### src/rtl/esas_sqrt_pipe.sv
// Three-stage pipelined ESAS square-root approximator: normalise, linear mantissa root
// with sqrt(2) compensation for odd exponents, then exponent shift with saturation.
module esas_sqrt_pipe #(
    parameter int W    = 32,
    parameter int M    = 16,
    parameter int FRAC = 8,
    parameter int ID_W = 4
) (
    input  logic                  clk,
    input  logic                  rst_n,
    input  logic                  in_valid,
    output logic                  in_ready,
    input  logic [W-1:0]          in_data,
    input  logic [ID_W-1:0]       in_tag,
    output logic                  out_valid,
    input  logic                  out_ready,
    output logic [W/2+FRAC-1:0]   out_data,
    output logic [ID_W-1:0]       out_tag,
    output logic                  out_zero,
    output logic                  out_sat
);
    localparam int OUT_W = W/2 + FRAC;
    localparam int PW    = $clog2(W);
    localparam int RW    = M + 1 + W/2;

    // Handshake: a transfer happens on any edge where valid && ready. All three
    // stages share one advance enable, so a stalled output freezes the whole
    // pipe and the input is refused in exactly the same cycles.
    logic adv;
    assign adv      = !out_valid || out_ready;
    assign in_ready = adv;

    // ---------------- S1: leading-one detect and normalise ----------------
    logic [PW-1:0] lead_idx;
    logic [PW-1:0] norm_sh;
    logic [W-1:0]  norm_a;
    logic [M-1:0]  norm_m;

    always_comb begin
        lead_idx = '0;
        for (int i = 0; i < W; i++) begin
            if (in_data[i]) lead_idx = PW'(i);
        end
    end

    assign norm_sh = PW'(W-1) - lead_idx;
    assign norm_a  = in_data << norm_sh;
    assign norm_m  = M'(norm_a >> (W-M));

    logic            s1_valid;
    logic            s1_zero;
    logic [M-1:0]    s1_m;
    logic [PW-1:0]   s1_p;
    logic [ID_W-1:0] s1_tag;

    always_ff @(posedge clk or negedge rst_n) begin
        if (!rst_n) begin
            s1_valid <= 1'b0;
            s1_zero  <= 1'b0;
            s1_m     <= '0;
            s1_p     <= '0;
            s1_tag   <= '0;
        end else if (adv) begin
            s1_valid <= in_valid;
            s1_zero  <= (in_data == '0);
            s1_m     <= norm_m;
            s1_p     <= lead_idx;
            s1_tag   <= in_tag;
        end
    end

    // ---------------- S2: (1+x)/2 root and odd-exponent x1.40625 ----------
    logic [M-1:0] root_half;
    logic [M:0]   root_ext;
    logic [M:0]   root_comp;

    assign root_half = (s1_m >> 1) + (M'(1) << (M-2));
    assign root_ext  = {1'b0, root_half};
    assign root_comp = root_ext + (root_ext >> 2) + (root_ext >> 3) + (root_ext >> 5);

    logic            s2_valid;
    logic            s2_zero;
    logic [M:0]      s2_s;
    logic [PW-1:0]   s2_q;
    logic [ID_W-1:0] s2_tag;

    always_ff @(posedge clk or negedge rst_n) begin
        if (!rst_n) begin
            s2_valid <= 1'b0;
            s2_zero  <= 1'b0;
            s2_s     <= '0;
            s2_q     <= '0;
            s2_tag   <= '0;
        end else if (adv) begin
            s2_valid <= s1_valid;
            s2_zero  <= s1_zero;
            s2_s     <= s1_p[0] ? root_comp : root_ext;
            s2_q     <= s1_p >> 1;
            s2_tag   <= s1_tag;
        end
    end

    // ---------------- S3: exponent shift, saturate, output register -------
    logic [RW-1:0] shifted;
    logic [RW-1:0] scaled;
    logic          sat_hit;

    assign shifted = RW'(s2_s) << s2_q;
    assign scaled  = shifted >> (M-1-FRAC);
    assign sat_hit = |scaled[RW-1:OUT_W];

    always_ff @(posedge clk or negedge rst_n) begin
        if (!rst_n) begin
            out_valid <= 1'b0;
            out_data  <= '0;
            out_tag   <= '0;
            out_zero  <= 1'b0;
            out_sat   <= 1'b0;
        end else if (adv) begin
            out_valid <= s2_valid;
            out_tag   <= s2_tag;
            out_zero  <= s2_zero;
            out_sat   <= !s2_zero && sat_hit;
            if (s2_zero)      out_data <= '0;
            else if (sat_hit) out_data <= '1;
            else              out_data <= scaled[OUT_W-1:0];
        end
    end
endmodule
### config.mk
export PLATFORM = sky130hd
export DESIGN_NAME = esas_sqrt_pipe
export DESIGN_NICKNAME = d
export VERILOG_FILES = /design/src/rtl/esas_sqrt_pipe.sv
export SDC_FILE = /design/constraint.sdc
export NUM_CORES = 1
export LEC_CHECK = 0
export ABC_AREA = 1
export CAP_MARGIN = 25
export CELL_PAD_IN_SITES_DETAIL_PLACEMENT = 0
export CELL_PAD_IN_SITES_GLOBAL_PLACEMENT = 1
export CORE_MARGIN = 2
export CORE_UTILIZATION = 45
export DETAILED_ROUTE_END_ITERATION = 10
export MAX_ROUTING_LAYER = met4
export PLACE_DENSITY_LB_ADDON = 0.1
export SETUP_SLACK_MARGIN = 0.02
export SLEW_MARGIN = 20
export SYNTH_ARGS = -nofsm -noshare
export SYNTH_HDL_FRONTEND = slang
export SYNTH_SLANG_ARGS = --single-unit
### constraint.sdc
create_clock -name clk -period 7.95 [get_ports clk]
set_input_delay 1.59 -clock clk [delete_from_list [all_inputs] [get_ports clk]]
set_output_delay 1.59 -clock clk [all_outputs]
set_load 0.02 [all_outputs]
Figure 1. A small window of the routed layout (run 1).
Bar = 10 um. Window x 76 to 116, y 12 to 52 um. Cells in grey, sequential cells in the stronger grey; small squares are vias.
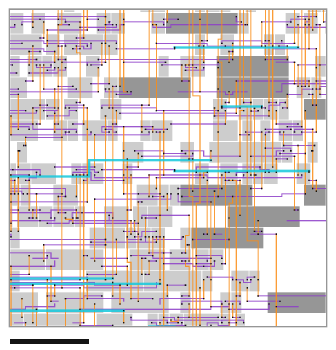
[M3] cyan
[M1] purple
[M2] orange
cells with their middle in the window: 120
netlist names of flops here include: `s2_s` (8)
sequential cells in the window: 8
most frequent: o21ai_0 (22), nand2_1 (19), inv_1 (15)

Figure 2. Met3 routing (run 1).
Bar = 50 um. Cells faint in the background.
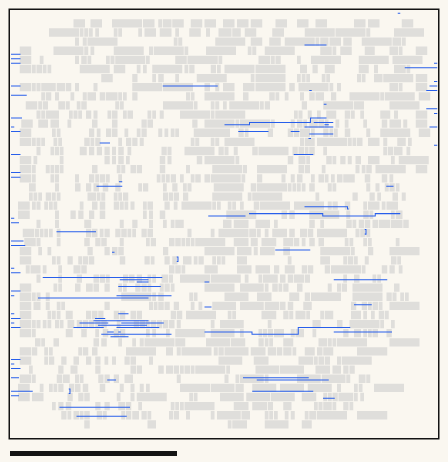
main direction: horizontal
share of all routed wire: 3.7%
wire length on this layer: 693 um
longest straight run: 35.4 um
nets with wire on the layer: 78
Routed WL: 18570 um
Global Route met3 Usage: 0.03214

Figure 3. Gate families picked out (run 1).
Bar = 50 um.
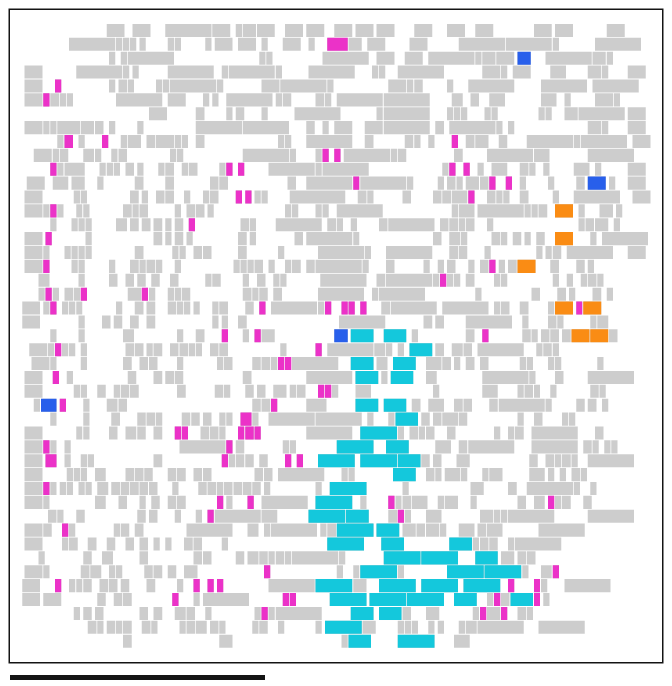
[mux cells] orange | cells: 7 | most used: mux2i_1 | where: middle right
[fa/ha/maj cells] cyan | cells: 46 | where: bottom centre
[non-inverting ao/oa cells] blue | cells: 4
[nor cells] magenta | cells: 83 | most used: nor2_1 | where: spread over the die
combinational share of cell area: 0.5239
most common cell after layout, fill and taps aside: sky130_fd_sc_hd__nand2_1
Final Instance Count excl. Fillers: 1247

## run 1: stage by stage
stage	area (sq um)	instances	hold WS, ns	power [mW]	utilization
detailed placement	7680	1231	0.4367	2.716	0.5090
global route	7986	1247	0.4821	3.488	0.5293
floorplan	6893	1014	0.4198	2.169	-
finish	7986	1247	0.4532	3.134	0.5293
CTS	7986	1247	0.4547	3.160	0.5293
global placement	7680	1231	0.4362	2.693	0.5090
## run 1: flip-flops by register name (all words and copies together), names as in the netlist
signal,cells
s2_zero,1
s1_zero,1
out_tag,4
s2_valid,1
s1_tag,4
s2_s,17
s1_m,15
s2_tag,4
out_valid,1
s2_q,4
s1_p,5
out_data,24
out_zero,1
s1_valid,1
out_sat,1
## run 1: per-layer routing
| metal | wire (um) | vias to the layer above |
|---|---|---|
| met3 | 693 | 13 |
| met5 | 0 | - |
| met4 | 184 | 0 |
| met2 | 9033 | 148 |
| met1 | 8654 | 3080 |
| li1 | - | 3415 |
## run 1: final timing paths
check / from / end / slack, ns / cells past startpoint
worst max-delay path: out_ready / in_ready / 3.06 / 5
max in group asynchronous: rst_n / out_data[20] / 5.72 / 2
worst max register to register: s1_m[5] / s2_s[15] / 3.67 / 18
worst min register to register: s2_valid / out_valid / 0.45 / 2
worst min-delay path: s2_valid / out_valid / 0.45 / 2
min in group asynchronous: rst_n / s1_m[3] / 1.15 / 1
## run 1: worst reg2reg max path, stage by stage (launching register included)
cell and delay, ns:
sky130_fd_sc_hd__dfrtp_1 0.53, sky130_fd_sc_hd__fa_1 0.49, sky130_fd_sc_hd__fa_1 0.49, sky130_fd_sc_hd__ha_1 0.16, sky130_fd_sc_hd__inv_1 0.06, sky130_fd_sc_hd__fa_1 0.47, sky130_fd_sc_hd__o31ai_1 0.40, sky130_fd_sc_hd__nand3_1 0.12
sky130_fd_sc_hd__nand2_1 0.12, sky130_fd_sc_hd__a21oi_1 0.07, sky130_fd_sc_hd__o21bai_1 0.18, sky130_fd_sc_hd__a21oi_1 0.09, sky130_fd_sc_hd__inv_1 0.06, sky130_fd_sc_hd__a21oi_1 0.08, sky130_fd_sc_hd__o21ai_0 0.28, sky130_fd_sc_hd__a31oi_1 0.15
sky130_fd_sc_hd__xnor2_1 0.14, sky130_fd_sc_hd__o21ai_0 0.13, sky130_fd_sc_hd__o21ai_0 0.10
## run 1: power breakdown
part | internal, mW | total [mW] | switching, mW | leakage (nW)
clock network | 0.249 | 0.432 | 0.184 | 0.153
logic | 0.801 | 1.94 | 1.13 | 2.74
registers | 0.598 | 0.765 | 0.168 | 1.00
total | 1.65 | 3.13 | 1.49 | 3.90
## run 1: kinds of logic after synthesis
family | count (synthesis) | synth area share
adders and majority gates | 46 | 0.1085
and+or+nand+nor | 544 | 0.3355
muxes | 7 | 0.01017
buffers and inverters | 156 | 0.09058
DFF | 84 | 0.3050
xor gates and xnor gates | 11 | 0.01398
AOI/OAI and AO/OA | 166 | 0.1363
## run 1: area by class of cell
type | instances | area share
Clock buffer | 9 | 0.02820
Sequential cell | 84 | 0.2632
Inverter | 108 | 0.05076
Multi-Input combinational cell | 774 | 0.5239
Timing Repair Buffer | 77 | 0.09431
Clock inverter | 7 | 0.01018
Tap cell | 188 | 0.02945
==> results.txt, run 1 <==
Status of the implementation.

- Summed over all nets, the half-perimeter wirelength after detailed placement is around 14000 um.
- The CTS root buffer is sky130_fd_sc_hd__clkbuf_16, for reference.
- Per the synthesis report, the dominant area consumer among library cells is sky130_fd_sc_hd__dfrtp_1.
- The largest net degree at the start of global routing is 78, for reference.
- The number of flip-flops and latches in the synthesized netlist is ~84, for reference.
- The worst vdd rail ir drop is 0.1787 mV, for reference.
- The deepest clock path buffer count is 2, for reference.
- Looking at the global route congestion table, the highest-usage layer is met2.
- For reference, the clock transition at the flip-flops on the worst setup and hold paths is around 0.07 ns.
- In this run the maximum-capacitance check reported violations numbering 0.
- The first-pass iteration count of the detailed router is 5, for reference.
- The wire length of the first global-routing pass is about 32000 um, for reference.
- Leaving out fill and tap cells, the most frequent cells in the layout are 275 x sky130_fd_sc_hd__nand2_1, 166 x sky130_fd_sc_hd__nand3_1, 103 x sky130_fd_sc_hd__inv_1.
- Summed over all routing layers, the global router reports a total usage of 0.2490.
- The post-layout net count is 1140, for reference.
- Max-slew check failures listed in the final report amount to 0.
- The hold buffer count at cts is 0, for reference.
- The buffers plus inverters on the worst setup path is 4, for reference.
- The die footprint is roughly 0.016 sq mm, for reference.
- The area of the placeable core is 0.01509 sq mm, for reference.
- The share of flip-flops with an asynchronous set or reset after synthesis is 1.000, for reference.
- Per the run report, area growth between synthesis and finish was 15.86%.
- For this run, the script counts the antenna cells in the layout as 0.
- The critical-path cell with the highest stage delay is sky130_fd_sc_hd__clkdlybuf4s50_1, for reference.
- Looking at the gate-level netlist, the highest instance count belongs to sky130_fd_sc_hd__nand2_1.
- Walking the worst path, the cells encountered are clkdlybuf4s50_1 > nor2_4 > buf_4 > inv_2 > clkdlybuf4s50_1.
- The worst clock skew on the final layout is between 0.009 and 0.01 ns, for reference.
- The gate count after technology mapping is 1014, for reference.
- TritonCTS built the clock tree.
- The area taken by sequential standard cells is reported as approximately 0.0021 sq mm.
- The final route contains 6656 vias.
- Power spread over the standard cell area amounts to approximately 390 mW/mm^2.
- The number of setup buffers added after CTS is 0, for reference.
- The chip area line in the Yosys stat output reads roughly 0.0069 sq mm.
- The synthesized area per cell is 6.798 sq um, for reference.
- The report shows a maximum critical-path fanout of approximately 63.
- The mapped netlist covers 0.006893 sq mm.
- The total overflow left after global routing is 0.
- The die boundary width is roughly 130 um, for reference.
- The required time of the worst setup path is about 6.4 ns, for reference.
- The arrival time of data at the worst endpoint is listed as roughly 3.3 ns.
- The skew report gives the latency at the later pin of the worst-skew pair as 0.35 ns.
- Looking at the max-slew report, the worst-margin pin has a slew of ~1.0 ns.
- The share of the Yosys chip area taken by registers is 0.3050.
- The reported leakage power is between 3 and 4 nW, for reference.
- The layout report lists the multi-input gate area as 0.004184 sq mm.
- During synthesis, Yosys emitted a total of 0 warnings.
- The routability congestion estimate is just under 0.9, for reference.
- For this configuration, the core starts out at a cell density of 0.4568.
- Looking at the cell usage after synthesis, the top flip-flop cell is sky130_fd_sc_hd__dfrtp_1.
- Clock tree synthesis found a total of approximately 84 sinks.
- The number of global-route vias before repair is 6283, for reference.
- The clock buffer count from CTS is 9, for reference.
- The report lists the number of cells resized after CTS as 0.
- Looking at the setup timing report, the critical path kind is in -> out.
- Summing over the stages, the warning tally comes to 29.
- The DRC violation total after the first TritonRoute iteration is 455, for reference.
- Counting I/O delays and the setup requirement, the final critical path takes ~4.9 ns.
- The count of cell types in the netlist is 39, for reference.
- The path class of the tightest hold or removal check is reg -> reg.
- The wire length per cell after detailed routing is about 15 um, for reference.
- The fraction of final layout cells with drive strength greater than 1 is 0.04344, for reference.
- Grouping stages by cell kind, the critical path spends the most delay in buffers and inverters.
- The sum of negative setup slack is 0 ns, for reference.
- The number of port buffers is around 70, for reference.
- The floorplan net count is roughly 1100, for reference.
- The synthesized netlist was found by Yosys to have roughly 1000 cells.
- The launching element type of the critical path is a primary input, for reference.
- The share of the synthesized area in the top cell type is 0.3050, for reference.
- The worst path meets setup with approximately 3.1 ns of slack.
- Headroom to the max-slew limit came out at 0.3171.
- Timing analysis after detailed placement gives a worst setup slack of 2.723 ns.
- The tally of filler cells in the layout is around 1600, for reference.
- met1 track demand over resource after global routing is 0.3321.
- The run finished with clean final reports.
- The period utilization is 0.6154, for reference.
- For this run, global-route usage on met2 was measured as 0.4020.
- For this design the top-level I/O count stands at 72.
- Setup repair after global routing left no endpoint under its margin.
- In this run the vertical extent of the chip is about 130 um.
- The number of failing hold endpoints at the final stage is 0, for reference.
- The via count normalized by instance count is between 5 and 6, for reference.
- Counting flops with a built-in enable in the synthesized netlist gives 0.
- The routed layout reports a DRC error count of 0.
- By count the netlist is led by 275 x sky130_fd_sc_hd__nand2_1, 166 x sky130_fd_sc_hd__nand3_1, 103 x sky130_fd_sc_hd__inv_1, 92 x sky130_fd_sc_hd__o21ai_0, 84 x sky130_fd_sc_hd__dfrtp_1.
- Sorting the synthesized cells by area gives the leading types as sky130_fd_sc_hd__dfrtp_1 30%, sky130_fd_sc_hd__nand2_1 15%, sky130_fd_sc_hd__nand3_1 12%.
- The depth of the CTS H-tree is 3, for reference.
- The initial antenna violation count was 0.
- STA classifies the critical path endpoint as an output port.
- The floorplan has between 40 and 50 rows.
- The delay contributed by the slowest stage of the critical path is around 0.56 ns, for reference.
- Per the finish-stage timing summary, setup violations number 0.
- Per the timing report, the achievable frequency comes out to between 200 and 250 MHz.
- By instance count, the cell type seen most on the critical path is sky130_fd_sc_hd__clkdlybuf4s50_1.
- The remaining number of nets flagged by the antenna check after routing is 0, for reference.
==> run 1 -> run 2 <==
--- a/config.mk
+++ b/config.mk
@@ -10,7 +10,7 @@
 export CELL_PAD_IN_SITES_DETAIL_PLACEMENT = 0
 export CELL_PAD_IN_SITES_GLOBAL_PLACEMENT = 1
 export CORE_MARGIN = 2
-export CORE_UTILIZATION = 45
+export CORE_UTILIZATION = 38
 export DETAILED_ROUTE_END_ITERATION = 10
 export MAX_ROUTING_LAYER = met4
 export PLACE_DENSITY_LB_ADDON = 0.1
==> constraint.sdc (replaced) <==
create_clock -name clk -period 4.5 [get_ports clk]
set_input_delay 0.9 -clock clk [delete_from_list [all_inputs] [get_ports clk]]
set_output_delay 0.9 -clock clk [all_outputs]
set_load 0.02 [all_outputs]
Figure 4. Met3 routing (run 2).
Bar = 50 um. Cells faint in the background.
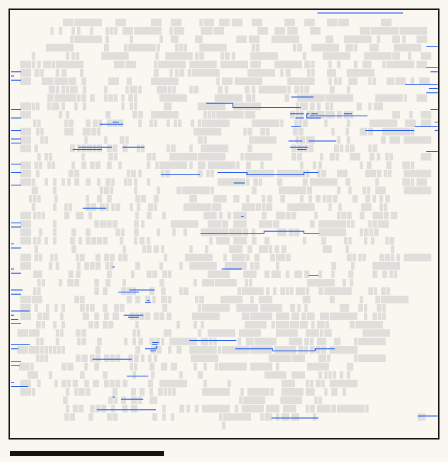
wire length on this layer: 553 um
nets with wire on the layer: 76
Global Route met3 Usage: 0.03177
Routed WL: 19280 um
via total after detailed routing: 6609

Figure 5. A small window of the routed layout (run 2).
Bar = 10 um. Window x 84 to 124, y 15 to 55 um. Cells in grey, sequential cells in the stronger grey; small squares are vias.
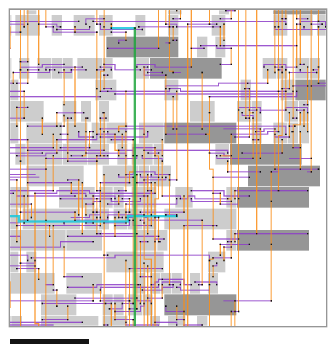
[M3] cyan
[M4] green
[M2] orange
[M1] purple
sequential cells in the window: 8
cells with their middle in the window: 99
most frequent: nand2_1 (17), o21ai_0 (14), inv_1 (12)
netlist names of flops here include: `s2_s` (8)

==> results.txt, run 2 <==
Status of the implementation.

- The critical hold path startpoint is s2_valid, for reference.
- The number of design rule violations left after detail routing is 0 (unchanged).
- The detailed-placement wirelength estimate came to 14770 um (+4.3%).
- The share of the yosys chip area belonging to registers came to 0.3050 (unchanged).
- The most frequently used cell type in the post-synthesis netlist is sky130_fd_sc_hd__nand2_1, for reference.
- The share of the synthesized area in the top cell type came to 0.3050 (unchanged).
- The largest net degree at the start of global routing is 78 (unchanged), for reference.
- The number of setup buffers added after CTS is 0 (unchanged).
- The reported max-cap violation count was 0 (unchanged).
- After layout, the minimum clock period comes to 4.116 ns.
- The number of warnings printed during yosys synthesis is 0 (unchanged), for reference.
- By count the netlist is led by 275 x sky130_fd_sc_hd__nand2_1, 166 x sky130_fd_sc_hd__nand3_1, 103 x sky130_fd_sc_hd__inv_1, 92 x sky130_fd_sc_hd__o21ai_0, 84 x sky130_fd_sc_hd__dfrtp_1.
- The routability congestion estimate is 0.8798 (+1.5%), for reference.
- The wire length of the first global-routing pass came to 32340 um (+2.3%).
- The worst vdd rail ir drop is 0.3243 mV (+82%), for reference.
- The overall overflow remaining after global route is 0 (unchanged), for reference.
- Ranked by total cell area, the synthesized netlist is headed by sky130_fd_sc_hd__dfrtp_1 30%, sky130_fd_sc_hd__nand2_1 15%, sky130_fd_sc_hd__nand3_1 12%.
- The fraction of final layout cells with drive strength greater than 1 came to 0.05066 (+0.007219).
- The number of max-slew violations in the final report is 0 (unchanged), for reference.
- The clock insertion delay at the later pin of the skew report was 0.35 ns (about the same).
- The share of synthesized cell area in and-or and or-and compound cells is 0.1363 (unchanged).
- The reported leakage power came to 3.921 nW (+0.51%).
- The wire length per cell after detailed routing is 14.89 um (about the same), for reference.
- The gate count after technology mapping is 1014 (unchanged).
- The synthesized area per cell came to 6.798 sq um (unchanged).
- The setup slack of the most critical reg-to-reg path came to 0.38 ns (-3.29 ns).
- The maximum fanout count along the critical path is 5 (-92%), for reference.
- The post-synth tally of flip-flops with integrated enable is 0 (unchanged), for reference.
- The deepest clock path buffer count is 2 (unchanged), for reference.
- Among logic cells in the layout, the one with the most instances is sky130_fd_sc_hd__nand2_1.
- The number of port buffers was 71 (unchanged).
- The DRC violation total after the first TritonRoute iteration is 388 (-15%), for reference.
- The summed area of non-filler cells in the final layout is 0.008084 sq mm (+1.2%), for reference.
- The area of the synthesized netlist per yosys stat came to 0.006893 sq mm (unchanged).
- The area of the placeable core is 0.01790 sq mm (+19%), for reference.
- The power density over the cells is 685.5 mW/mm^2 (+75%), for reference.
- The XOR/XNOR share of the synthesized area was 0.01398 (unchanged).
- The placement row count is 49 (+8.9%), for reference.
- The period utilization is 0.9146, for reference.
- The largest register by flop count is out_data, for reference.
- The worst hold path class is reg -> reg, for reference.
- The clock input transition at the sequential cells of the worst setup and hold paths is 0.07 ns (about the same), for reference.
- The number of antenna diodes is 0 (unchanged).
- Tracing the worst setup path back leads to its startpoint at s1_m[4].
- The sum of negative setup slack is 0 ns (unchanged), for reference.
- The global routing usage summed across all routing layers came to 0.2103 (-0.03864).
- The clock buffer count from CTS is 9 (unchanged), for reference.
- The die boundary height is 138.7 um (+8.5%), for reference.
- The global-route met1 utilization is 0.2805 (-0.05159), for reference.
- The required time of the worst setup path is 4.70 ns (-1.66 ns), for reference.
- The I/O pin count came to 72 (unchanged).
- The number of global-route vias before repair was 6311 (+0.45%).
- The worst hold slack across all endpoints is 0.4559 ns (+0.002650 ns), for reference.
- The startpoint identified for the worst register-to-register timing path is s1_m[4].
- The count of non-filler cells in the finished layout came to 1295 (+3.8%).
- The die footprint is 0.01923 sq mm (+18%), for reference.
- The mux cell area share after synthesis is 0.01017 (unchanged).
- The launching element type of the critical path is a register, for reference.
- The number of failing setup endpoints in the final timing report is 0 (unchanged), for reference.
- The via count normalized by instance count was 5.103 (-4.4%).
- The registers reported with the highest flop counts are out_data (24), s2_s (17), s1_m (15).
- Ranking logic cells in the layout by count gives the top entries 275 x sky130_fd_sc_hd__nand2_1, 166 x sky130_fd_sc_hd__nand3_1, 103 x sky130_fd_sc_hd__inv_1.
- The cell count after placement is 1279 (+3.9%).
- The first-pass iteration count of the detailed router was 5 (unchanged).
- The layer with the highest usage after global routing is met2, for reference.
- Setup repair after global routing left no endpoint under its margin.
- The remaining number of nets flagged by the antenna check after routing is 0 (unchanged), for reference.
- The worst clock skew on the final layout was 0.01139 ns (+0.001396 ns).
- The total cells reported by yosys after synthesis is 1014 (unchanged), for reference.
- The number of logged tool warnings is 29 (unchanged), for reference.
- The depth of the CTS H-tree is 3 (unchanged).
- The tree is rooted in a sky130_fd_sc_hd__clkbuf_16.
- The total placed instance area is 0.007796 sq mm (+1.5%).
- The classification of the worst setup path is reg -> reg, for reference.
- The number of flip-flops and latches in the synthesized netlist is 84 (unchanged), for reference.
- The met2 track demand over resource is 0.3442 (-0.05782), for reference.
- The floorplan net count is 1100 (unchanged).
- The cell type contributing the most total cell area after synthesis is sky130_fd_sc_hd__dfrtp_1, for reference.
- The worst setup path is captured at a register.
- The fraction of the mapped netlist area in simple logic gates is 0.3355 (unchanged).
- The run finished with clean final reports.
- The synthesis run identifies the leading combinational cell family as simple AND/OR/NAND/NOR gates.
- The number of failing hold endpoints at the final stage is 0 (unchanged).
- The number of sinks on the clock net is 84 (unchanged), for reference.
- The arrival time of data at the critical path endpoint is 4.32 ns (+1.02 ns).
- The prevailing post-synth register cell is sky130_fd_sc_hd__dfrtp_1, for reference.
- The die boundary width came to 138.7 um (+8.5%).
- The initial antenna violation count is 0 (unchanged), for reference.
- The post-layout net count is 1147 (+0.61%).
- Per the run report, area growth between synthesis and finish was 17.28%.
run 2: cell counts after synthesis:
Identical to the previous run, type by type.
run 2: cells by family after synthesis:
group / count (synthesis)
AOI/OAI and AO/OA: 166
xor gates and xnor gates: 11
adders and majority gates: 46
buffers and inverters: 156
DFF: 84
muxes: 7
and+or+nand+nor: 544
run 2: final timing paths:
kind                       cells after the start          end
setup / recovery                              18     s2_s[15]
hold / removal                                 2    out_valid
setup reg to reg                              18     s2_s[15]
hold reg to reg                                2    out_valid
max in group asynchronous                      2  out_data[2]
min in group asynchronous                      1      s2_s[2]
run 2: what timing repair did:
item / CTS / global route
endpoints found under the setup margin: 0 / 1
gates resized: 0 / 1
hold buffers: 0 / 0
run 2: final cells by class:
type                            instances  area, sq um
Tap cell                              229        286.5
Timing Repair Buffer                   84        818.3
Fill cell                            1977         9818
Inverter                              108        405.4
Clock inverter                          7        57.56
Multi-Input combinational cell        774         4189
Sequential cell                        84         2102
Clock buffer                            9        225.2
run 2: critical path: stages (launching register included):
cell,delay (ns)
sky130_fd_sc_hd__dfrtp_1,0.46
sky130_fd_sc_hd__fa_1,0.50
sky130_fd_sc_hd__fa_1,0.50
sky130_fd_sc_hd__ha_1,0.16
sky130_fd_sc_hd__inv_1,0.07
sky130_fd_sc_hd__fa_1,0.47
sky130_fd_sc_hd__o31ai_2,0.32
sky130_fd_sc_hd__nand3_1,0.11
sky130_fd_sc_hd__nand2_1,0.11
sky130_fd_sc_hd__a21oi_1,0.07
sky130_fd_sc_hd__o21bai_1,0.20
sky130_fd_sc_hd__a21oi_1,0.10
sky130_fd_sc_hd__inv_1,0.06
sky130_fd_sc_hd__a21oi_1,0.07
sky130_fd_sc_hd__o21ai_0,0.25
sky130_fd_sc_hd__a31oi_1,0.14
sky130_fd_sc_hd__xnor2_1,0.14
sky130_fd_sc_hd__o21ai_0,0.14
sky130_fd_sc_hd__o21ai_0,0.10
run 2: layer usage:
| layer | vias up | part of all wire |
|---|---|---|
| li1 | 3421 | - |
| met1 | 3047 | 0.48 |
| met2 | 123 | 0.48 |
| met3 | 18 | 0.029 |
| met4 | 0 | 0.014 |
| met5 | - | 0 |
run 2: report_power, final:
| part | switching, mW | internal (mW) | total [mW] |
|---|---|---|---|
| clock | 0.335 | 0.382 | 0.717 |
| sequential | 0.283 | 1.06 | 1.34 |
| combinational | 2.05 | 1.44 | 3.49 |
run 2: per-stage QoR:
| stage | setup WS [ns] | power [mW] | util |
|---|---|---|---|
| 5_1_grt | 0.08781 | 6.147 | 0.4516 |
| 2_1_floorplan | 0.6747 | 3.832 | - |
| 4_1_cts | 0.3025 | 5.560 | 0.4513 |
| 3_3_place_gp | 0.3990 | 4.799 | 0.4355 |
| 6_report | 0.3843 | 5.542 | 0.4516 |
| 3_5_place_dp | 0.3170 | 4.824 | 0.4355 |
Power figures rest on the tool's default switching activity, not on a simulated workload.
